**config.mk**
```make
export PLATFORM = sky130hd
export DESIGN_NAME = alu_control_md
export DESIGN_NICKNAME = d
export VERILOG_FILES = /design/src/rtl/alu_md_pkg.sv /design/src/rtl/alu_control_md_iter.sv /design/src/rtl/alu_control_md.sv
export SDC_FILE = /design/constraint.sdc
export NUM_CORES = 1
export LEC_CHECK = 0
export ABC_AREA = 1
export CORE_ASPECT_RATIO = 1.5
export CORE_MARGIN = 3
export CORE_UTILIZATION = 35
export CTS_BUF_LIST = sky130_fd_sc_hd__clkbuf_8
export CTS_CLUSTER_SIZE = 30
export DETAILED_ROUTE_END_ITERATION = 8
export GPL_TIMING_DRIVEN = 0
export SYNTH_ARGS = -nofsm -noshare
export SYNTH_HDL_FRONTEND = slang
export SYNTH_SLANG_ARGS = --single-unit
```
**constraint.sdc**
```tcl
create_clock -name clk -period 13.7 [get_ports clk]
set_input_delay 3.425 -clock clk [delete_from_list [all_inputs] [get_ports clk]]
set_output_delay 3.425 -clock clk [all_outputs]
set_load 0.01 [all_outputs]
```
**src/rtl/alu_md_pkg.sv**
```systemverilog
// Shared decode constants, operation codes and FSM state type for alu_control_md.
package alu_md_pkg;

  localparam logic [2:0] ALUOP_ADD   = 3'b000;
  localparam logic [2:0] ALUOP_RTYPE = 3'b010;
  localparam logic [2:0] ALUOP_SUB   = 3'b011;

  localparam logic [5:0] F_SLL   = 6'b000000;
  localparam logic [5:0] F_JR    = 6'b001000;
  localparam logic [5:0] F_MFHI  = 6'b010000;
  localparam logic [5:0] F_MTHI  = 6'b010001;
  localparam logic [5:0] F_MFLO  = 6'b010010;
  localparam logic [5:0] F_MTLO  = 6'b010011;
  localparam logic [5:0] F_MULT  = 6'b011000;
  localparam logic [5:0] F_MULTU = 6'b011001;
  localparam logic [5:0] F_DIV   = 6'b011010;
  localparam logic [5:0] F_DIVU  = 6'b011011;
  localparam logic [5:0] F_ADD   = 6'b100000;
  localparam logic [5:0] F_SUB   = 6'b100010;
  localparam logic [5:0] F_AND   = 6'b100100;
  localparam logic [5:0] F_OR    = 6'b100101;
  localparam logic [5:0] F_NOR   = 6'b100111;
  localparam logic [5:0] F_SLT   = 6'b101010;

  localparam logic [3:0] OP_AND = 4'b0000;
  localparam logic [3:0] OP_OR  = 4'b0001;
  localparam logic [3:0] OP_ADD = 4'b0010;
  localparam logic [3:0] OP_SLL = 4'b0101;
  localparam logic [3:0] OP_SUB = 4'b0110;
  localparam logic [3:0] OP_SLT = 4'b0111;
  localparam logic [3:0] OP_NOR = 4'b1011;

  typedef enum logic [1:0] {IDLE, RUN, FIX} md_state_e;

  function automatic logic is_md_funct(input logic [5:0] f);
    return f inside {F_MFHI, F_MTHI, F_MFLO, F_MTLO, F_MULT, F_MULTU, F_DIV, F_DIVU};
  endfunction

endpackage

```
**src/rtl/alu_control_md_iter.sv**
```systemverilog
// md_iter: iterative multiply/divide datapath on operand magnitudes with final sign fix.
// One bit per cycle: shift-add multiply or restoring divide, sharing the hi/lo shift pair.
module md_iter #(
  parameter int WIDTH = 32,
  parameter int CNT_W = $clog2(WIDTH + 1)
) (
  input  logic             clk,
  input  logic             rst_n,
  input  logic             i_start,
  input  logic             i_run,
  input  logic             i_is_div,
  input  logic             i_signed,
  input  logic [WIDTH-1:0] i_a,
  input  logic [WIDTH-1:0] i_b,
  output logic             o_last,
  output logic [WIDTH-1:0] o_hi,
  output logic [WIDTH-1:0] o_lo
);

  logic [WIDTH-1:0]   r_hi, r_lo, r_m;
  logic [CNT_W-1:0]   r_cnt;
  logic               r_is_div, r_neg_lo, r_neg_hi;

  logic               w_neg_a, w_neg_b, w_ge;
  logic [WIDTH-1:0]   w_mag_a, w_mag_b, w_diff;
  logic [WIDTH:0]     w_sum, w_shift;
  logic [2*WIDTH-1:0] w_prod;

  assign w_neg_a = i_signed & i_a[WIDTH-1];
  assign w_neg_b = i_signed & i_b[WIDTH-1];
  assign w_mag_a = w_neg_a ? -i_a : i_a;
  assign w_mag_b = w_neg_b ? -i_b : i_b;

  assign w_sum   = {1'b0, r_hi} + (r_lo[0] ? {1'b0, r_m} : '0);
  assign w_shift = {r_hi, r_lo[WIDTH-1]};
  assign w_ge    = w_shift >= {1'b0, r_m};
  assign w_diff  = w_shift[WIDTH-1:0] - r_m;

  // Product negates as one 2W value; quotient and remainder carry separate signs.
  assign w_prod = r_neg_lo ? -{r_hi, r_lo} : {r_hi, r_lo};
  assign o_hi   = r_is_div ? (r_neg_hi ? -r_hi : r_hi) : w_prod[2*WIDTH-1:WIDTH];
  assign o_lo   = r_is_div ? (r_neg_lo ? -r_lo : r_lo) : w_prod[WIDTH-1:0];
  assign o_last = r_cnt == CNT_W'(WIDTH - 1);

  // NOTE: sequential state uses <= so every register samples pre-edge values.
  always_ff @(posedge clk) begin
    if (!rst_n)       r_cnt <= '0;
    else if (i_start) r_cnt <= '0;
    else if (i_run)   r_cnt <= r_cnt + CNT_W'(1);
  end

  // NOTE: operand/shift registers carry no reset; they are always loaded on start
  // and never observed before that, so the FSM reset alone discards any result.
  always_ff @(posedge clk) begin
    if (i_start) begin
      r_is_div <= i_is_div;
      r_neg_lo <= w_neg_a ^ w_neg_b;
      r_neg_hi <= w_neg_a;
      r_hi     <= '0;
      r_m      <= i_is_div ? w_mag_b : w_mag_a;
      r_lo     <= i_is_div ? w_mag_a : w_mag_b;
    end else if (i_run) begin
      if (r_is_div) begin
        r_hi <= w_ge ? w_diff : w_shift[WIDTH-1:0];
        r_lo <= {r_lo[WIDTH-2:0], w_ge};
      end else begin
        r_hi <= w_sum[WIDTH:1];
        r_lo <= {w_sum[0], r_lo[WIDTH-1:1]};
      end
    end
  end

endmodule

```
**src/rtl/alu_control_md.sv**
```systemverilog
// alu_control_md: ALU control decode plus iterative mult/div engine with HI/LO and stall.
// Optional ALU_MD_DIVZERO_EN: divide-by-zero is rejected in one cycle and flagged on div_zero.
module alu_control_md
  import alu_md_pkg::*;
#(
  parameter int WIDTH = 32,
  parameter int CNT_W = $clog2(WIDTH + 1)
) (
  input  logic             clk,
  input  logic             rst_n,
  input  logic [2:0]       ALUOp,
  input  logic [5:0]       funct,
  input  logic             instr_valid,
  input  logic [WIDTH-1:0] src_a,
  input  logic [WIDTH-1:0] src_b,
  output logic [3:0]       operation,
  output logic             Jr,
  output logic [WIDTH-1:0] hilo_out,
  output logic             hilo_rd,
  output logic             md_stall,
  output logic             md_busy,
  output logic             md_done
`ifdef ALU_MD_DIVZERO_EN
  ,
  output logic             div_zero
`endif
);

  md_state_e        r_state;
  logic [WIDTH-1:0] r_hi, r_lo;
  logic             r_busy, r_done;

  logic             w_rtype, w_mult, w_div, w_dz, w_accept, w_idle, w_run, w_last;
  logic [WIDTH-1:0] w_res_hi, w_res_lo;

  // NOTE: operation gets a default before the branches so no path leaves it unassigned (no latch).
  always_comb begin
    operation = OP_AND;
    if (ALUOp == ALUOP_ADD)      operation = OP_ADD;
    else if (ALUOp == ALUOP_SUB) operation = OP_SUB;
    else if (ALUOp[2])           operation = ALUOp[0] ? OP_OR : OP_AND;
    else if (ALUOp[1]) begin
      case (funct)
        F_ADD:   operation = OP_ADD;
        F_SUB:   operation = OP_SUB;
        F_AND:   operation = OP_AND;
        F_OR:    operation = OP_OR;
        F_SLT:   operation = OP_SLT;
        F_SLL:   operation = OP_SLL;
        F_NOR:   operation = OP_NOR;
        F_JR:    operation = OP_ADD;
        default: operation = OP_AND;
      endcase
    end
  end

  assign Jr      = ALUOp[1] & (funct == F_JR);
  assign w_rtype = ALUOp == ALUOP_RTYPE;
  assign w_mult  = w_rtype & ((funct == F_MULT) | (funct == F_MULTU));
  assign w_div   = w_rtype & ((funct == F_DIV) | (funct == F_DIVU));
  assign w_idle  = r_state == IDLE;
  assign w_run   = r_state == RUN;

`ifdef ALU_MD_DIVZERO_EN
  assign w_dz = w_div & (src_b == '0);
`else
  assign w_dz = 1'b0;
`endif

  assign w_accept = instr_valid & w_idle & (w_mult | w_div) & ~w_dz;
  assign md_stall = instr_valid & ~w_idle & w_rtype & is_md_funct(funct);
  assign hilo_rd  = w_rtype & ((funct == F_MFHI) | (funct == F_MFLO));
  assign hilo_out = (w_rtype & (funct == F_MFHI)) ? r_hi : r_lo;
  assign md_busy  = r_busy;
  assign md_done  = r_done;

  md_iter #(.WIDTH(WIDTH), .CNT_W(CNT_W)) u_iter (
    .clk      (clk),
    .rst_n    (rst_n),
    .i_start  (w_accept),
    .i_run    (w_run),
    .i_is_div (funct[1]),
    .i_signed (~funct[0]),
    .i_a      (src_a),
    .i_b      (src_b),
    .o_last   (w_last),
    .o_hi     (w_res_hi),
    .o_lo     (w_res_lo)
  );

  always_ff @(posedge clk) begin
    if (!rst_n) begin
      r_state <= IDLE;
      r_busy  <= 1'b0;
      r_done  <= 1'b0;
      r_hi    <= '0;
      r_lo    <= '0;
    end else begin
      r_done <= 1'b0;
      case (r_state)
        IDLE: begin
          if (w_accept) begin
            r_state <= RUN;
            r_busy  <= 1'b1;
          end else if (instr_valid & w_dz) begin
            r_done <= 1'b1;
          end else if (instr_valid & w_rtype & (funct == F_MTHI)) begin
            r_hi <= src_a;
          end else if (instr_valid & w_rtype & (funct == F_MTLO)) begin
            r_lo <= src_a;
          end
        end
        RUN: if (w_last) r_state <= FIX;
        FIX: begin
          r_state <= IDLE;
          r_busy  <= 1'b0;
          r_done  <= 1'b1;
          r_hi    <= w_res_hi;
          r_lo    <= w_res_lo;
        end
        default: r_state <= IDLE;
      endcase
    end
  end

`ifdef ALU_MD_DIVZERO_EN
  always_ff @(posedge clk) begin
    if (!rst_n) div_zero <= 1'b0;
    else        div_zero <= instr_valid & w_idle & w_dz;
  end
`endif

endmodule

```
Fig. 1: pin map
Bar = 50 µm. Pins as bars across the die edge, other pins in grey.
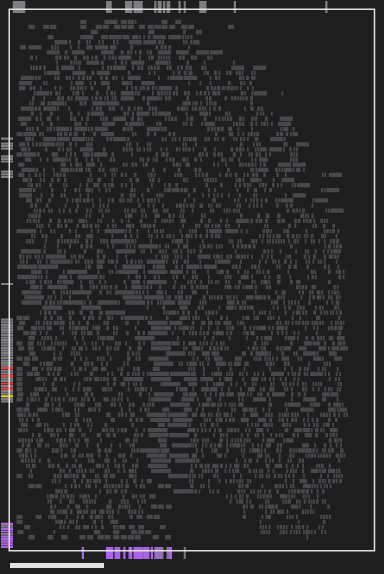
Yellow is Jr, pins 1, direction output, edge west. Red is operation, pins 4, direction output, edge west. Purple is src_b, pins 32, direction input, edge 24 south, 8 west.
All pins by edge: 54 west, 33 north, 30 south.
port bufs: 115
Die W: 194 µm

==> reports/summary.txt <==
buffer share of cell area -> 8.06%
HP Class -> flop to flop
Worst path top cell family by delay -> buffers and inverters
setup tns final -> 0 ns
AND/OR/NAND/NOR Cells, Area Fraction -> 41.8%
status -> completed
Most Crowded Layer GR -> met2
Num CTS Buffers -> 17
maximum VDD drop -> 0.0000816 V
clk pwr -> 0.000393 W
syn nets -> 3,414
cell mode on critical path -> clkdlybuf4s50_1
metal2 WL -> 43,800 µm
routed wire length -> 92,200 µm
logic area -> 12,100 µm²
top power group -> combinational logic
Synth Area in Compound Gates -> 15.6%
leading area contributor after synthesis -> nand2_1
Comb. pwr -> 0.000793 W
combinational share of power -> 43.1%
worst hold stages -> 2
setup bufs post-CTS -> 0
register clock-pin slew on the reported worst setup and hold paths -> 0.11 ns
Hold EP -> r_lo[6]
xor/xnor share -> 2.88%
total grt overflow -> 0
PwrDens -> 87.6 nW/µm²
Insertion Delay late pin -> 0.56 ns
slowest CP cell -> clkdlybuf4s50_1
Highest Signal Layer -> met5
synthesized area -> 18,500 µm²
post-synth cell types -> 51
top cells by count -> nand2_1, inv_1, nor2_1
sw frac -> 48.4%
M3 GR Usage -> 4.10%
clock share of power -> 21.4%
setup violators final -> 0
Power Total -> 0.00184 W
CP Capture Type -> output port
adder share -> 4.87%
sequential cell area share -> 19.7%
Post-DP Area -> 20,600 µm²
nets@finish -> 3,552
core box area -> 51,900 µm²
vias in the first global route -> 21,600
GRT met2 Usage -> 55.8%
placed cells -> 4,061
HP Start -> r_lo[6]
Crit Path Category -> input port to output port
final hold violation count -> 0
crit start category -> input port
Layout Utilization -> 40.5%
Non-clock inverters -> 476
worst-path fanout max -> 10
Internal -> 0.000950 W
Yosys warnings -> 0
Synth Seq Share -> 22.3%
Worst Skew -> 0.0345 ns
Avg Inst Size Synth -> 5.67 µm²
mux share of post-synthesis cell area -> 0.358%
Fig. 2: nets reached from selected ports
Bar = 50 µm.
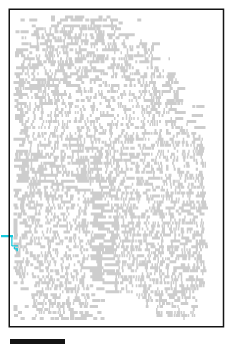
Cyan is Jr, direction output, edge west, end cells 1, buffers 1, wire 20.1 µm.
I/O pin count: 117

Power and IR drop assume default switching activity.
